**config.mk**
```make
export PLATFORM = sky130hd
export DESIGN_NAME = stage_mem_flat
export DESIGN_NICKNAME = d
export VERILOG_FILES = /design/src/rtl/stage_mem_if.sv /design/src/rtl/stage_mem.sv /design/src/flat_wrapper.sv
export SDC_FILE = /design/constraint.sdc
export NUM_CORES = 1
export LEC_CHECK = 0
export ABC_AREA = 1
export CELL_PAD_IN_SITES_DETAIL_PLACEMENT = 0
export CELL_PAD_IN_SITES_GLOBAL_PLACEMENT = 1
export CORE_ASPECT_RATIO = 1.25
export CORE_MARGIN = 4
export CORE_UTILIZATION = 22
export CTS_CLUSTER_DIAMETER = 200
export DETAILED_ROUTE_END_ITERATION = 8
export GPL_TIMING_DRIVEN = 0
export MAX_ROUTING_LAYER = met4
export PLACE_DENSITY = 0.86
export SYNTH_ARGS = -nofsm -noshare
export SYNTH_HDL_FRONTEND = slang
export SYNTH_SLANG_ARGS = --single-unit
```
**constraint.sdc**
```tcl
create_clock -name clock -period 1.6 [get_ports clock]
set_input_delay 0.32 -clock clock [delete_from_list [all_inputs] [get_ports clock]]
set_output_delay 0.32 -clock clock [all_outputs]
set_load 0.01 [all_outputs]
```
**src/rtl/stage_mem_if.sv**
```systemverilog
// Data-bus bundle between the MIPS memory-access stage and the data memory.
// The stage drives request/address/lanes/store data; memory returns read data and a one-cycle ack.
interface stage_mem_if;
  logic        bus_request;
  logic        bus_write_enable;
  logic [31:0] bus_address;
  logic [3:0]  bus_byte_select;
  logic [31:0] bus_write_data;
  logic [31:0] bus_read_data;
  logic        bus_ack;

  modport master (
    output bus_request, bus_write_enable, bus_address, bus_byte_select, bus_write_data,
    input  bus_read_data, bus_ack
  );

  modport slave (
    input  bus_request, bus_write_enable, bus_address, bus_byte_select, bus_write_data,
    output bus_read_data, bus_ack
  );
endinterface

```
**src/rtl/stage_mem.sv**
```systemverilog
// MIPS memory-access stage: GPR/HI/LO pass-through plus a request/ack data-bus transaction for loads/stores.
// state | meaning: IDLE = no transaction | WAIT = request out, awaiting ack | DONE = result held until stall[4] clears
module stage_mem (
  input  logic        clock,
  input  logic        reset,
  input  logic [5:0]  stall,
  input  logic        ex_register_write_enable,
  input  logic [4:0]  ex_register_write_address,
  input  logic [31:0] ex_register_write_data,
  input  logic        ex_register_hi_write_enable,
  input  logic [31:0] ex_register_hi_write_data,
  input  logic        ex_register_lo_write_enable,
  input  logic [31:0] ex_register_lo_write_data,
  input  logic [3:0]  ex_memory_operation,
  input  logic [31:0] ex_memory_address,
  input  logic [31:0] ex_memory_store_data,
  output logic        mem_register_write_enable,
  output logic [4:0]  mem_register_write_address,
  output logic [31:0] mem_register_write_data,
  output logic        mem_register_hi_write_enable,
  output logic [31:0] mem_register_hi_write_data,
  output logic        mem_register_lo_write_enable,
  output logic [31:0] mem_register_lo_write_data,
  output logic        stall_request,
  output logic        address_error,
  stage_mem_if.master bus
);

  typedef enum logic [1:0] {IDLE, WAIT, DONE} state_e;

  localparam logic [3:0] OP_LB  = 4'd1, OP_LBU = 4'd2, OP_LH = 4'd3, OP_LHU = 4'd4, OP_LW = 4'd5;
  localparam logic [3:0] OP_SB  = 4'd6, OP_SH  = 4'd7, OP_SW = 4'd8;

  state_e      state_q, state_d;
  logic        bus_request_q, bus_request_d;
  logic        bus_write_enable_q, bus_write_enable_d;
  logic [31:0] bus_address_q, bus_address_d;
  logic [3:0]  bus_byte_select_q, bus_byte_select_d;
  logic [31:0] bus_write_data_q, bus_write_data_d;
  logic [31:0] load_data_q, load_data_d;
  logic [3:0]  op_q, op_d;
  logic [1:0]  lane_q, lane_d;

  logic        is_byte, is_half, is_word, is_load, is_store, misaligned;
  logic        op_q_is_load;
  logic [3:0]  lane_mask;
  logic [31:0] store_lanes, read_shifted, read_extended;
  logic [7:0]  read_byte;
  logic [15:0] read_half;
  logic        unused_stall;

  assign unused_stall = ^{stall[5], stall[3:0]};

  always_comb begin
    is_byte    = (ex_memory_operation == OP_LB) || (ex_memory_operation == OP_LBU) ||
                 (ex_memory_operation == OP_SB);
    is_half    = (ex_memory_operation == OP_LH) || (ex_memory_operation == OP_LHU) ||
                 (ex_memory_operation == OP_SH);
    is_word    = (ex_memory_operation == OP_LW) || (ex_memory_operation == OP_SW);
    is_load    = (ex_memory_operation >= OP_LB) && (ex_memory_operation <= OP_LW);
    is_store   = (ex_memory_operation >= OP_SB) && (ex_memory_operation <= OP_SW);
    misaligned = (is_half && ex_memory_address[0]) || (is_word && (ex_memory_address[1:0] != 2'b00));

    lane_mask   = 4'b1111;
    store_lanes = ex_memory_store_data;
    if (is_byte) begin
      lane_mask   = 4'b0001 << ex_memory_address[1:0];
      store_lanes = {4{ex_memory_store_data[7:0]}};
    end else if (is_half) begin
      lane_mask   = ex_memory_address[1] ? 4'b1100 : 4'b0011;
      store_lanes = {2{ex_memory_store_data[15:0]}};
    end
    if (!is_store) store_lanes = 32'h0;
  end

  // Extension uses the op/lane captured at request time, not the (possibly changing) EX inputs.
  always_comb begin
    read_shifted = bus.bus_read_data >> {lane_q, 3'b000};
    read_byte    = read_shifted[7:0];
    read_half    = lane_q[1] ? bus.bus_read_data[31:16] : bus.bus_read_data[15:0];
    case (op_q)
      OP_LB:   read_extended = {{24{read_byte[7]}}, read_byte};
      OP_LBU:  read_extended = {24'h0, read_byte};
      OP_LH:   read_extended = {{16{read_half[15]}}, read_half};
      OP_LHU:  read_extended = {16'h0, read_half};
      default: read_extended = bus.bus_read_data;
    endcase
    op_q_is_load = (op_q >= OP_LB) && (op_q <= OP_LW);
  end

  always_comb begin
    state_d            = state_q;
    bus_request_d      = bus_request_q;
    bus_write_enable_d = bus_write_enable_q;
    bus_address_d      = bus_address_q;
    bus_byte_select_d  = bus_byte_select_q;
    bus_write_data_d   = bus_write_data_q;
    load_data_d        = load_data_q;
    op_d               = op_q;
    lane_d             = lane_q;
    stall_request      = 1'b0;
    address_error      = 1'b0;

    mem_register_write_enable    = ex_register_write_enable;
    mem_register_write_address   = ex_register_write_address;
    mem_register_write_data      = ex_register_write_data;
    mem_register_hi_write_enable = ex_register_hi_write_enable;
    mem_register_hi_write_data   = ex_register_hi_write_data;
    mem_register_lo_write_enable = ex_register_lo_write_enable;
    mem_register_lo_write_data   = ex_register_lo_write_data;

    case (state_q)
      IDLE: begin
        if (is_load || is_store) begin
          if (misaligned) begin
            address_error             = 1'b1;
            mem_register_write_enable = 1'b0;
          end else begin
            stall_request      = 1'b1;
            state_d            = WAIT;
            bus_request_d      = 1'b1;
            bus_write_enable_d = is_store;
            bus_address_d      = {ex_memory_address[31:2], 2'b00};
            bus_byte_select_d  = lane_mask;
            bus_write_data_d   = store_lanes;
            op_d               = ex_memory_operation;
            lane_d             = ex_memory_address[1:0];
          end
        end
      end
      WAIT: begin
        stall_request = 1'b1;
        if (bus.bus_ack) begin
          bus_request_d = 1'b0;
          load_data_d   = read_extended;
          state_d       = DONE;
        end
      end
      DONE: begin
        if (op_q_is_load) mem_register_write_data = load_data_q;
        if (!stall[4]) state_d = IDLE;
      end
      default: state_d = IDLE;
    endcase
  end

  always_ff @(posedge clock) begin
    if (!reset) begin
      state_q            <= IDLE;
      bus_request_q      <= 1'b0;
      bus_write_enable_q <= 1'b0;
      bus_address_q      <= 32'h0;
      bus_byte_select_q  <= 4'h0;
      bus_write_data_q   <= 32'h0;
      load_data_q        <= 32'h0;
      op_q               <= 4'h0;
      lane_q             <= 2'b00;
    end else begin
      state_q            <= state_d;
      bus_request_q      <= bus_request_d;
      bus_write_enable_q <= bus_write_enable_d;
      bus_address_q      <= bus_address_d;
      bus_byte_select_q  <= bus_byte_select_d;
      bus_write_data_q   <= bus_write_data_d;
      load_data_q        <= load_data_d;
      op_q               <= op_d;
      lane_q             <= lane_d;
    end
  end

  assign bus.bus_request      = bus_request_q;
  assign bus.bus_write_enable = bus_write_enable_q;
  assign bus.bus_address      = bus_address_q;
  assign bus.bus_byte_select  = bus_byte_select_q;
  assign bus.bus_write_data   = bus_write_data_q;

endmodule

```
**src/flat_wrapper.sv**
```systemverilog
// flat-port wrapper written by rule: the top's interface ports become plain ports
module stage_mem_flat 
  (clock, reset, stall, ex_register_write_enable, ex_register_write_address, ex_register_write_data, ex_register_hi_write_enable, ex_register_hi_write_data, ex_register_lo_write_enable, ex_register_lo_write_data, ex_memory_operation, ex_memory_address, ex_memory_store_data, mem_register_write_enable, mem_register_write_address, mem_register_write_data, mem_register_hi_write_enable, mem_register_hi_write_data, mem_register_lo_write_enable, mem_register_lo_write_data, stall_request, address_error, bus_bus_request, bus_bus_write_enable, bus_bus_address, bus_bus_byte_select, bus_bus_write_data, bus_bus_read_data, bus_bus_ack);
  stage_mem_if bus_i ();
  input  logic clock;
  input  logic reset;
  input  logic [5:0] stall;
  input  logic ex_register_write_enable;
  input  logic [4:0] ex_register_write_address;
  input  logic [31:0] ex_register_write_data;
  input  logic ex_register_hi_write_enable;
  input  logic [31:0] ex_register_hi_write_data;
  input  logic ex_register_lo_write_enable;
  input  logic [31:0] ex_register_lo_write_data;
  input  logic [3:0] ex_memory_operation;
  input  logic [31:0] ex_memory_address;
  input  logic [31:0] ex_memory_store_data;
  output logic mem_register_write_enable;
  output logic [4:0] mem_register_write_address;
  output logic [31:0] mem_register_write_data;
  output logic mem_register_hi_write_enable;
  output logic [31:0] mem_register_hi_write_data;
  output logic mem_register_lo_write_enable;
  output logic [31:0] mem_register_lo_write_data;
  output logic stall_request;
  output logic address_error;
  output wire logic [$bits(bus_i.bus_request)-1:0] bus_bus_request;
  output wire logic [$bits(bus_i.bus_write_enable)-1:0] bus_bus_write_enable;
  output wire logic [$bits(bus_i.bus_address)-1:0] bus_bus_address;
  output wire logic [$bits(bus_i.bus_byte_select)-1:0] bus_bus_byte_select;
  output wire logic [$bits(bus_i.bus_write_data)-1:0] bus_bus_write_data;
  input wire logic [$bits(bus_i.bus_read_data)-1:0] bus_bus_read_data;
  input wire logic [$bits(bus_i.bus_ack)-1:0] bus_bus_ack;
  assign bus_bus_request = bus_i.bus_request;
  assign bus_bus_write_enable = bus_i.bus_write_enable;
  assign bus_bus_address = bus_i.bus_address;
  assign bus_bus_byte_select = bus_i.bus_byte_select;
  assign bus_bus_write_data = bus_i.bus_write_data;
  assign bus_i.bus_read_data = bus_bus_read_data;
  assign bus_i.bus_ack = bus_bus_ack;
  stage_mem u_core (.clock(clock), .reset(reset), .stall(stall), .ex_register_write_enable(ex_register_write_enable), .ex_register_write_address(ex_register_write_address), .ex_register_write_data(ex_register_write_data), .ex_register_hi_write_enable(ex_register_hi_write_enable), .ex_register_hi_write_data(ex_register_hi_write_data), .ex_register_lo_write_enable(ex_register_lo_write_enable), .ex_register_lo_write_data(ex_register_lo_write_data), .ex_memory_operation(ex_memory_operation), .ex_memory_address(ex_memory_address), .ex_memory_store_data(ex_memory_store_data), .mem_register_write_enable(mem_register_write_enable), .mem_register_write_address(mem_register_write_address), .mem_register_write_data(mem_register_write_data), .mem_register_hi_write_enable(mem_register_hi_write_enable), .mem_register_hi_write_data(mem_register_hi_write_data), .mem_register_lo_write_enable(mem_register_lo_write_enable), .mem_register_lo_write_data(mem_register_lo_write_data), .stall_request(stall_request), .address_error(address_error), .bus(bus_i));
endmodule
```
Run 1, local utilization:
(2 px per um) 16 x 19 tiles, from dark blue (low) to red (high), 0 to 100% covered.
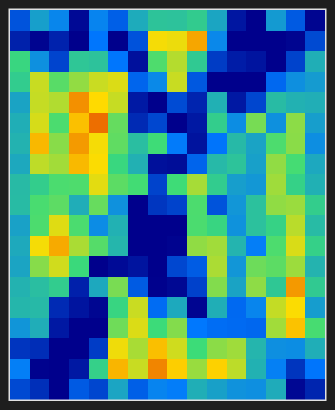
nearly empty tiles = 12%
fullest tile = 88%
mean over tiles = 37%
densest ninth of the die = left middle

Run 1, signal wires on met1:
(2 px per um) Supply wires on this layer in grey.
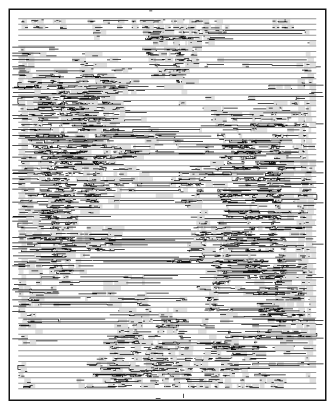
share of all routed wire = 38%
nets with wire on the layer = 1298
met1 usage: 0.1928
routed via count: 7313
Post-Route WL: 28360 um

==> results.sh, run 1 <==
# flow metrics
export IMPL_cts_tree="yes"
export IMPL_top_area_frac=0.3520
export IMPL_grt_max_degree=17
export IMPL_violations="negative setup slack"
export IMPL_fillCellCount=2790
export IMPL_holdPathEnd="u_core.op_q[3]"
export IMPL_setup_violations=102
export IMPL_start_kind="flip-flop"
export IMPL_hold_viol_final=0
export IMPL_ff2ff_path_depth=12
export IMPL_fin_crit_sh=1.399
export IMPL_place_hpwl_um=21650
export IMPL_grt_setup_unrepaired="yes"
export IMPL_synth_area_per_cell_um2=6.727
export IMPL_grt_busiest_layer="met2"
export IMPL_cp_common_cell="buf_6"
export IMPL_slew_viol_final=0
export IMPL_ant_nets=0
export IMPL_skew_ns=0.006275
export IMPL_holdCritStartpoint="ex_memory_operation[3]"
export IMPL_p_leak_nw=5.419
export IMPL_grt_overflow_total=0
export IMPL_drcViolationCount=0
export IMPL_cts_root_buf="clkbuf_16"
export IMPL_antenna_cells=0
export IMPL_status="complete, but fails checks"
export IMPL_synth_flops=108
export IMPL_numPortBuffers=310
export IMPL_cts_max_path_buffers=2
export IMPL_holdBufCountCts=0
export IMPL_power_mw=9.214
export IMPL_cts_buffers=9
export IMPL_syn_to_final_growth_pct=90.18
export IMPL_drtIter0Drc=235
export IMPL_setup_ws_ns=-0.6378
export IMPL_antenna_found_initial=0
export IMPL_die_height_um=194.8
export IMPL_yosys_area_um2=6142
export IMPL_syn_cell_area_um2=6142
export IMPL_num_io_pins=389
export IMPL_warning_count=33
Run 1, cells coloured by class:
(2 px per um)
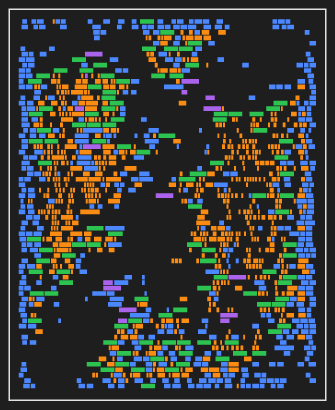
green -> sequential cells  # cells 108, share of their area 19%
purple -> clock drivers and dummy loads  # cells 16, share of their area 2.7%
orange -> remaining logic cells  # cells 683, share of their area 36%
blue -> remaining buffers and delay cells  # cells 481, share of their area 41%
Core Util, Final: 0.4237
post-route cell area: 11680 um2

==> run 1: synthesized netlist by cell type (all sizes together) <==
| library cell | n |
|---|---|
| buf | 98 |
| dfxtp | 108 |
| conb | 1 |
| nor2 | 89 |
| o211ai | 7 |
| a31oi | 2 |
| mux2 | 24 |
| a21oi | 86 |
| clkbuf | 25 |
| o22ai | 1 |
| a21boi | 1 |
| inv | 46 |
| xnor2 | 1 |
| or2 | 7 |
| nand2 | 252 |
| nand4 | 2 |
| o21ai | 96 |
| nand3 | 67 |
==> run 1: stage by stage <==
step,instances,setup TNS [ns],utilization
floorplan,914,0,-
global route,1638,-34.42,0.4237
CTS,1636,-45.31,0.4031
finish,1638,-23.25,0.4237
global placement,1574,-112.33,0.3519
detailed placement,1574,-115.97,0.3519
==> run 1: report_power, final <==
part / internal [mW] / switching (mW)
clock: 1.28 / 1.08
sequential: 2.92 / 0.196
combinational: 1.91 / 1.84
total: 6.10 / 3.11
==> run 1: worst max-delay path, delay by kind of cell, from the launching register on <==
kind	cells	cell delay [ns]
buf+inv	4	0.49
mux	1	0.29
flops	1	0.37
simple gates	2	0.23
compound gates	1	0.17
==> run 1: area by class of cell <==
type,count,area share
Tap cell,350,0.03749
Clock buffer,14,0.02517
Inverter,46,0.01500
Sequential cell,108,0.1869
Clock inverter,2,0.001178
Multi-Input combinational cell,637,0.3354
Buffer,121,0.08055
Timing Repair Buffer,360,0.3183
==> run 1: cells by family (layout without fill, tap and decap cells) <==
kind of cell	count (synthesis)	count (layout)	share of synthesized area
AOI/OAI and AO/OA	193	193	0.1611
other	1	2	0.0006105
buffers and inverters	169	543	0.1560
and+or+nand+nor	417	417	0.2836
DFF	108	108	0.3520
xor gates and xnor gates	1	1	0.002649
muxes	24	24	0.04400
==> run 2: changes to the inputs <==
--- a/config.mk
+++ b/config.mk
@@ -6,6 +6,7 @@
 export NUM_CORES = 1
 export LEC_CHECK = 0
 export ABC_AREA = 1
+export CAP_MARGIN = 20
 export CELL_PAD_IN_SITES_DETAIL_PLACEMENT = 0
 export CELL_PAD_IN_SITES_GLOBAL_PLACEMENT = 1
 export CORE_ASPECT_RATIO = 1.25
Run 2, local utilization:
(2 px per um) 16 x 19 tiles, from dark blue (low) to red (high), 0 to 100% covered.
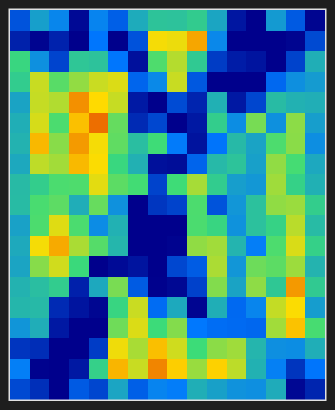
core area: 27570 um2
Init Core Util: 0.2228

Run 2, placement view:
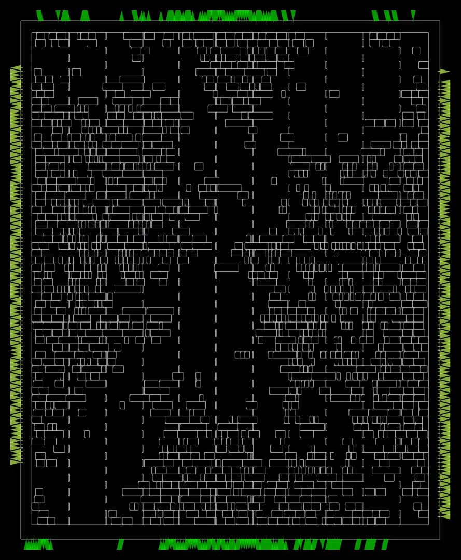
site row count: 68
flip-flop and latch count: 108
Fillers: 2790
tap cell count: 350

==> run 2 against run 1 <==
Effect of this change: the flow still finishes with violations (negative setup slack); sequential share of layout area unchanged; clock power is essentially flat; combinational power barely moved; clock-buffer cell count unchanged; sequential power barely moved; wire length is the same.
==> results.sh, run 2 <==
# flow metrics
export IMPL_vias=7313
export IMPL_violations="negative setup slack"
export IMPL_num_io_pins=389
export IMPL_antenna_found_initial=0
export IMPL_finalWirelength_um=28360
export IMPL_power_frac_clock=0.256
export IMPL_syn_to_final_growth_pct=90.18
export IMPL_antenna_cells=0
export IMPL_setup_violations=102
export IMPL_setup_ws_ns=-0.6378
export IMPL_status="complete, but fails checks"
export IMPL_fin_cells=1638
export IMPL_grt_setup_unrepaired="yes"
export IMPL_p_comb_frac=0.407
export IMPL_slew_viol_final=0
export IMPL_place_inst=1574
export IMPL_cts_tree="yes"
export IMPL_p_leak_nw=5.419
export IMPL_grt_max_degree=17
export IMPL_fin_area_um2=11680
export IMPL_setup_tns_final_ns=-23.25
export IMPL_ys_top_cells_by_count="nand2_1 (249), dfxtp_1 (108), o21ai_0 (94)"
==> run 2: cell counts after synthesis <==
Identical to the previous run, type by type.
==> run 2: power by group through the flow <==
stage	Combinational (mW)	Clock (mW)	Sequential [mW]
floorplan	1.34	0	3.15
global placement	2.82	0	3.10
detailed placement	2.83	0	3.11
CTS	3.52	2.44	3.07
global route	4.06	2.52	3.14
finish	3.75	2.35	3.11
==> run 2: worst register-to-register path, cell delays in order, from the launching register on <==
cell and delay (ns):
dfxtp_4 0.35, buf_4 0.14, nor2_4 0.14, buf_6 0.13
buf_6 0.11, nand3_4 0.08, nand2_4 0.08, nor2_4 0.05
buf_8 0.13, buf_12 0.13, buf_12 0.13, nand2_4 0.08
a21oi_2 0.05
==> run 2: what timing repair did <==
action                     4_1_cts  5_1_grt
setup endpoints to repair      171      161
resized                        414      189
pin swaps                       54       42
gates cloned                     9        0
hold buffers                     0        0
buffers inserted                38       11
==> run 2: cell type report <==
cell class,instances,area (um2),area share
inverter,46,175.2,0.01500
multi-input combinational,637,3918,0.3354
timing repair buffer,360,3719,0.3183
sequential,108,2183,0.1869
clock inverter,2,13.76,0.001178
clock buffer,14,294.0,0.02517
tap,350,437.9,0.03749
buffer,121,940.9,0.08055
==> run 2: worst min path at each step <==
| stage | slack [ns] | to | cells past startpoint |
|---|---|---|---|
| 3_5_place_dp | 0.45 | u_core.bus.bus_write_data[24] | 2 |
| 6_report | 0.24 | u_core.op_q[3] | 3 |
| 5_1_grt | 0.23 | u_core.op_q[3] | 3 |
| 3_3_place_gp | 0.45 | u_core.bus.bus_request | 2 |
| 4_1_cts | 0.22 | u_core.op_q[3] | 3 |
| 2_1_floorplan | 0.44 | u_core.load_data_q[0] | 2 |
Power figures rest on the tool's default switching activity, not on a simulated workload.
